**src/rtl/control_sequencer.sv**
```systemverilog
// Hardwired control unit for the single-bus CPU datapath.
// Sequences fetch (T0-T2) and execute (T3-T5) of register-register ALU ops.
module control_sequencer #(
  parameter int MEM_TIMEOUT = 15,
  parameter int CNT_W       = 16
) (
  input  logic             Clock,
  input  logic             Reset_n,
  input  logic [31:0]      IR,
  input  logic             Mem_ready,
  input  logic             Stop,
  output logic             PCout,
  output logic             Zlowout,
  output logic             MDRout,
  output logic             MARin,
  output logic             Zin,
  output logic             PCin,
  output logic             MDRin,
  output logic             IRin,
  output logic             Yin,
  output logic             IncPC,
  output logic             Read,
  output logic             Gra,
  output logic             Grb,
  output logic             Grc,
  output logic             Rin,
  output logic             Rout,
  output logic [4:0]       alu_op,
  output logic             Run,
  output logic             Illegal,
  output logic             Mem_err,
  output logic [CNT_W-1:0] instr_count
);

  typedef enum logic [2:0] {
    IDLE, T0, T1, T2, T3, T4, T5, HALTED
  } state_t;

  localparam int TW = $clog2(MEM_TIMEOUT + 1);
  localparam logic [TW-1:0]    TLAST = TW'(MEM_TIMEOUT - 1);
  localparam logic [TW-1:0]    TONE  = TW'(1);
  localparam logic [CNT_W-1:0] CONE  = CNT_W'(1);

  state_t        state;
  logic [TW-1:0] tcnt;
  logic [4:0]    opcode;
  logic          is_alu;
  logic          is_nop;
  logic          is_halt;

  assign opcode  = IR[31:27];
  assign is_alu  = (opcode >= 5'd3) && (opcode <= 5'd11);
  assign is_nop  = (opcode == 5'b11010);
  assign is_halt = (opcode == 5'b11011);

  always_ff @(posedge Clock or negedge Reset_n) begin
    if (!Reset_n) begin
      state       <= IDLE;
      tcnt        <= '0;
      Mem_err     <= 1'b0;
      instr_count <= '0;
    end else begin
      unique case (state)
        IDLE: state <= T0;
        T0:   state <= T1;
        T1: begin
          if (Mem_ready) begin
            state <= T2;
            tcnt  <= '0;
          end else if (tcnt == TLAST) begin
            state   <= HALTED;
            Mem_err <= 1'b1;
            tcnt    <= '0;
          end else begin
            tcnt <= tcnt + TONE;
          end
        end
        T2: state <= T3;
        T3: begin
          unique case (1'b1)
            is_alu: state <= T4;
            is_halt: begin
              instr_count <= instr_count + CONE;
              state       <= HALTED;
            end
            is_nop: begin
              instr_count <= instr_count + CONE;
              state       <= Stop ? HALTED : T0;
            end
            default: state <= Stop ? HALTED : T0;
          endcase
        end
        T4: state <= T5;
        T5: begin
          instr_count <= instr_count + CONE;
          state       <= Stop ? HALTED : T0;
        end
        HALTED: state <= HALTED;
        default: state <= IDLE;
      endcase
    end
  end

  // Mem_ready gates PCin so the PC only loads once the fetch lands.
  always_comb begin
    PCout   = 1'b0;
    Zlowout = 1'b0;
    MDRout  = 1'b0;
    MARin   = 1'b0;
    Zin     = 1'b0;
    PCin    = 1'b0;
    MDRin   = 1'b0;
    IRin    = 1'b0;
    Yin     = 1'b0;
    IncPC   = 1'b0;
    Read    = 1'b0;
    Gra     = 1'b0;
    Grb     = 1'b0;
    Grc     = 1'b0;
    Rin     = 1'b0;
    Rout    = 1'b0;
    alu_op  = 5'd0;
    Run     = 1'b0;
    Illegal = 1'b0;
    unique case (state)
      T0: begin
        Run   = 1'b1;
        PCout = 1'b1;
        MARin = 1'b1;
        IncPC = 1'b1;
        Zin   = 1'b1;
      end
      T1: begin
        Run     = 1'b1;
        Read    = 1'b1;
        MDRin   = 1'b1;
        Zlowout = 1'b1;
        PCin    = Mem_ready;
      end
      T2: begin
        Run    = 1'b1;
        MDRout = 1'b1;
        IRin   = 1'b1;
      end
      T3: begin
        Run     = 1'b1;
        Grb     = is_alu;
        Rout    = is_alu;
        Yin     = is_alu;
        Illegal = !is_alu && !is_nop && !is_halt;
      end
      T4: begin
        Run    = 1'b1;
        Grc    = 1'b1;
        Rout   = 1'b1;
        Zin    = 1'b1;
        alu_op = opcode;
      end
      T5: begin
        Run     = 1'b1;
        Zlowout = 1'b1;
        Gra     = 1'b1;
        Rin     = 1'b1;
      end
      default: ;
    endcase
  end

endmodule

```
**config.mk**
```make
export PLATFORM = sky130hd
export DESIGN_NAME = control_sequencer
export DESIGN_NICKNAME = d
export VERILOG_FILES = /design/src/rtl/control_sequencer.sv
export SDC_FILE = /design/constraint.sdc
export NUM_CORES = 1
export LEC_CHECK = 0
export CAP_MARGIN = 20
export CORE_MARGIN = 4
export CORE_UTILIZATION = 40
export CTS_CLUSTER_SIZE = 16
export DETAILED_ROUTE_END_ITERATION = 12
export PLACE_DENSITY = 0.87
export SLEW_MARGIN = 40
export SYNTH_ARGS = -nofsm -noshare
export SYNTH_HDL_FRONTEND = slang
export SYNTH_SLANG_ARGS = --single-unit
```
**constraint.sdc**
```tcl
create_clock -name Clock -period 2.6 [get_ports Clock]
set_clock_uncertainty 0.2 [all_clocks]
set_input_delay 0.78 -clock Clock [delete_from_list [all_inputs] [get_ports Clock]]
set_output_delay 0.78 -clock Clock [all_outputs]
set_load 0.03 [all_outputs]
```
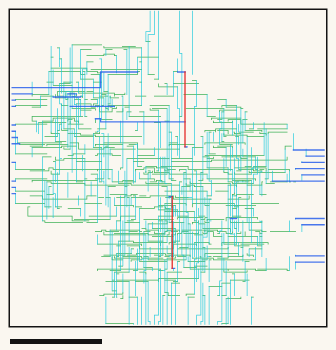
*Signal wires by layer*
Scale bar: 20 um.
- blue: M3 (wire length 146 um)
- cyan: M2 (wire length 1840 um)
- red: M4 (wire length 32.0 um)
- green: M1 (wire length 1640 um)

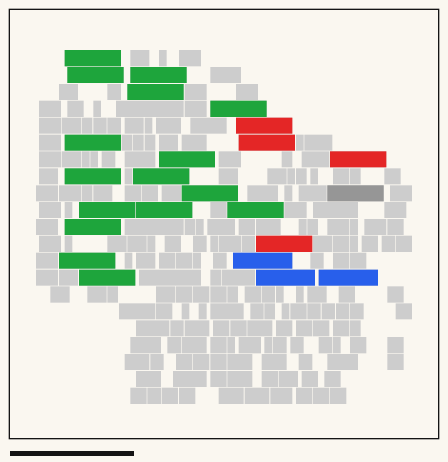
*Where the registers sit*
Scale bar: 20 um.
- blue: `state` (flops 3)
- red: `tcnt` (flops 4)
- green: `instr_count` (flops 16)

## power groups by stage
stage                     combinational (mW)  clock [mW]  sequential (mW)
after CTS                              0.904       0.327            0.596
final                                  0.940       0.320            0.594
after global placement                 0.882           0            0.595
after floorplan                        0.528           0            0.633
after global routing                    1.01       0.341            0.611
after detailed placement               0.899           0            0.601
## final timing paths
| kind | startpoint | endpoint | slack (ps) | cells after the start |
|---|---|---|---|---|
| max in group asynchronous | Reset_n | state[1]$_DFFE_PN0P_ | 1300 | 2 |
| hold reg to reg | Mem_err$_DFFE_PN0P_ | Mem_err$_DFFE_PN0P_ | 280 | 1 |
| hold / removal | Mem_err$_DFFE_PN0P_ | Mem_err$_DFFE_PN0P_ | 280 | 1 |
| setup reg to reg | state[2]$_DFFE_PN0P_ | instr_count[15]$_DFFE_PN0P_ | 540 | 5 |
| min in group asynchronous | Reset_n | instr_count[2]$_DFFE_PN0P_ | 660 | 2 |
| setup / recovery | IR[28] | Illegal | -40 | 7 |
## final cells by class
type | instances | area [sq um]
Fill cell | 280 | 1236
Multi-Input combinational cell | 108 | 839.6
Timing Repair Buffer | 71 | 629.4
Sequential cell | 24 | 604.3
Tap cell | 46 | 57.56
Clock buffer | 3 | 41.29
Clock inverter | 1 | 30.03
Inverter | 8 | 30.03
## cells in the mapped netlist (2+ instances only)
library cell | n | area share, %
xnor2_1 | 8 | 4.7
xor2_1 | 6 | 3.5
nand3_1 | 10 | 3.4
inv_1 | 8 | 2.0
ha_1 | 3 | 2.5
nand4_1 | 2 | 0.84
mux2_2 | 2 | 1.5
o21ai_0 | 3 | 1.0
clkbuf_1 | 4 | 1.0
and2_1 | 4 | 1.7
nor2_1 | 14 | 3.5
buf_2 | 2 | 0.67
and3_1 | 9 | 3.8
a31oi_1 | 3 | 1.3
nor2b_1 | 5 | 2.1
buf_4 | 6 | 3.0
o221ai_1 | 2 | 1.2
dfrtp_1 | 24 | 40
o211ai_1 | 2 | 1.0
nor3b_1 | 2 | 1.0
nand2_1 | 10 | 2.5
## state kept, by name, indices dropped and copies added (netlist names)
name / cells
Mem_err: 1
instr_count: 16
state: 3
tcnt: 4
## per-stage QoR
stage | TNS (ps) | worst slack [ps] | power, mW | util, % | hold WS [ps]
after floorplan | 0 | 2.862 | 1.162 | - | 284.4
after global placement | -3222 | -495.0 | 1.477 | 59.52 | 252.1
after detailed placement | -3714 | -531.9 | 1.501 | 59.52 | 267.9
after CTS | -55.86 | -27.37 | 1.828 | 62.55 | 288.9
after global routing | -211.7 | -105.8 | 1.967 | 64.36 | 308.9
final | -73.67 | -40.81 | 1.854 | 64.36 | 281.7
## cell usage in the layout, fill, tap and decap left out, drive strengths merged, types with 4 or more instances in the layout
cell,count
and2,4
and3,10
buf,49
clkdlybuf4s50,20
dfrtp,24
inv,8
nand2,10
nand3,10
nor2,14
nor2b,5
o21ai,4
xnor2,9
xor2,6
## layer usage
layer	vias up	routed length, um	global-route usage (%)
met3	5	146	3.404
met2	36	1843	28.10
met1	669	1636	20.42
li1	655	-	-
met5	-	0	0
met4	0	31	2.920
## critical path: stages
cell      delay (ps)
buf_8            100
a21oi_4          150
buf_6            110
nor2_4            30
o221ai_2         140
and3_1           200
buf_6            140
==> out/metrics.yaml <==
run_status:
  status: "finished, violations left"
  violations: "setup timing"
place:
  port_buffers: 48
  dp_cells: 254
  placed_cell_area_sq_um: 2064
  gp_congestion: 0.8696
power:
  pwr-share-clk_pct: 17.3
  power.internal_mw: 1.078
  vdd_ir_drop_max_v: 0.0005031
  switchingPower_uw: 776.2
  power_frac_seq_pct: 32.0
  comb_power_share_pct: 50.7
setup_path:
  cp-start-kind: "input port"
  path_class: "input port to output pin"
  cp.arrival_ps: 1660
  end_kind: "output pin"
synth:
  ys_top_logic_family: "simple AND/OR/NAND/NOR gates"
  simple_gate_area_share_pct: 26.35
  async_reset_ff_share_pct: 100.0
  synthXorXnorAreaFrac_pct: 9.343
  ys_sh_adder_pct: 2.525
  yosysSeqAreaShare_pct: 40.40
  ys_cells: 152
  ys_types: 44
  ys_ff: 24
  syn_avg_cell_area_sq_um: 9.779
  synth-warning-count: 0
  ys_chip_area_sq_um: 1486
  edf_count: 0
  ys_sh_aoi_pct: 13.13
  ff_type: "dfrtp_1"
floorplan:
  die-area_sq_um: 4755
  rows: 21
  initial_core_util_pct: 42.86
  fp.dieW_um: 68.96
  pin_count: 76
final_timing:
  max_freq_mhz: 378.7
  period_needed_ps: 2641
  finalSetupViolations: 3
  relSlewSlack_pct: 62.83
  post-route-period-util_pct: 101.6
  worst-slew-pin-transition_ps: 543.4
  worst_slack_ps: -40.81
clock_network:
  cts-root-buf: "clkbuf_8"
  insertion_delay_ps: 270
  path_clk_slew_ps: 80
  clkSinkCount: 24
  cts_max_level: 1
  cts_buffer_depth: 2
  hold_buffers: 0
detailed_routing:
  antenna_left: 0
  drt_wl_total_um: 3658
  viasPerCell: 5.230
  first_iter_violations: 43
  wl_per_cell_um: 14.02
global_route:
  grt_max_degree: 25
  grtUsageTotal_pct: 16.04
  grt_pass1_wl_um: 5809
  grt_overflow: 0
finish:
  antennaDiodeCount: 0
  drive_above_1_share_pct: 35.35
min_path:
  hp-class: "register to register"
job:
  tool_warnings: 56
No activity file was given, so power comes from the tool's default toggle rates.
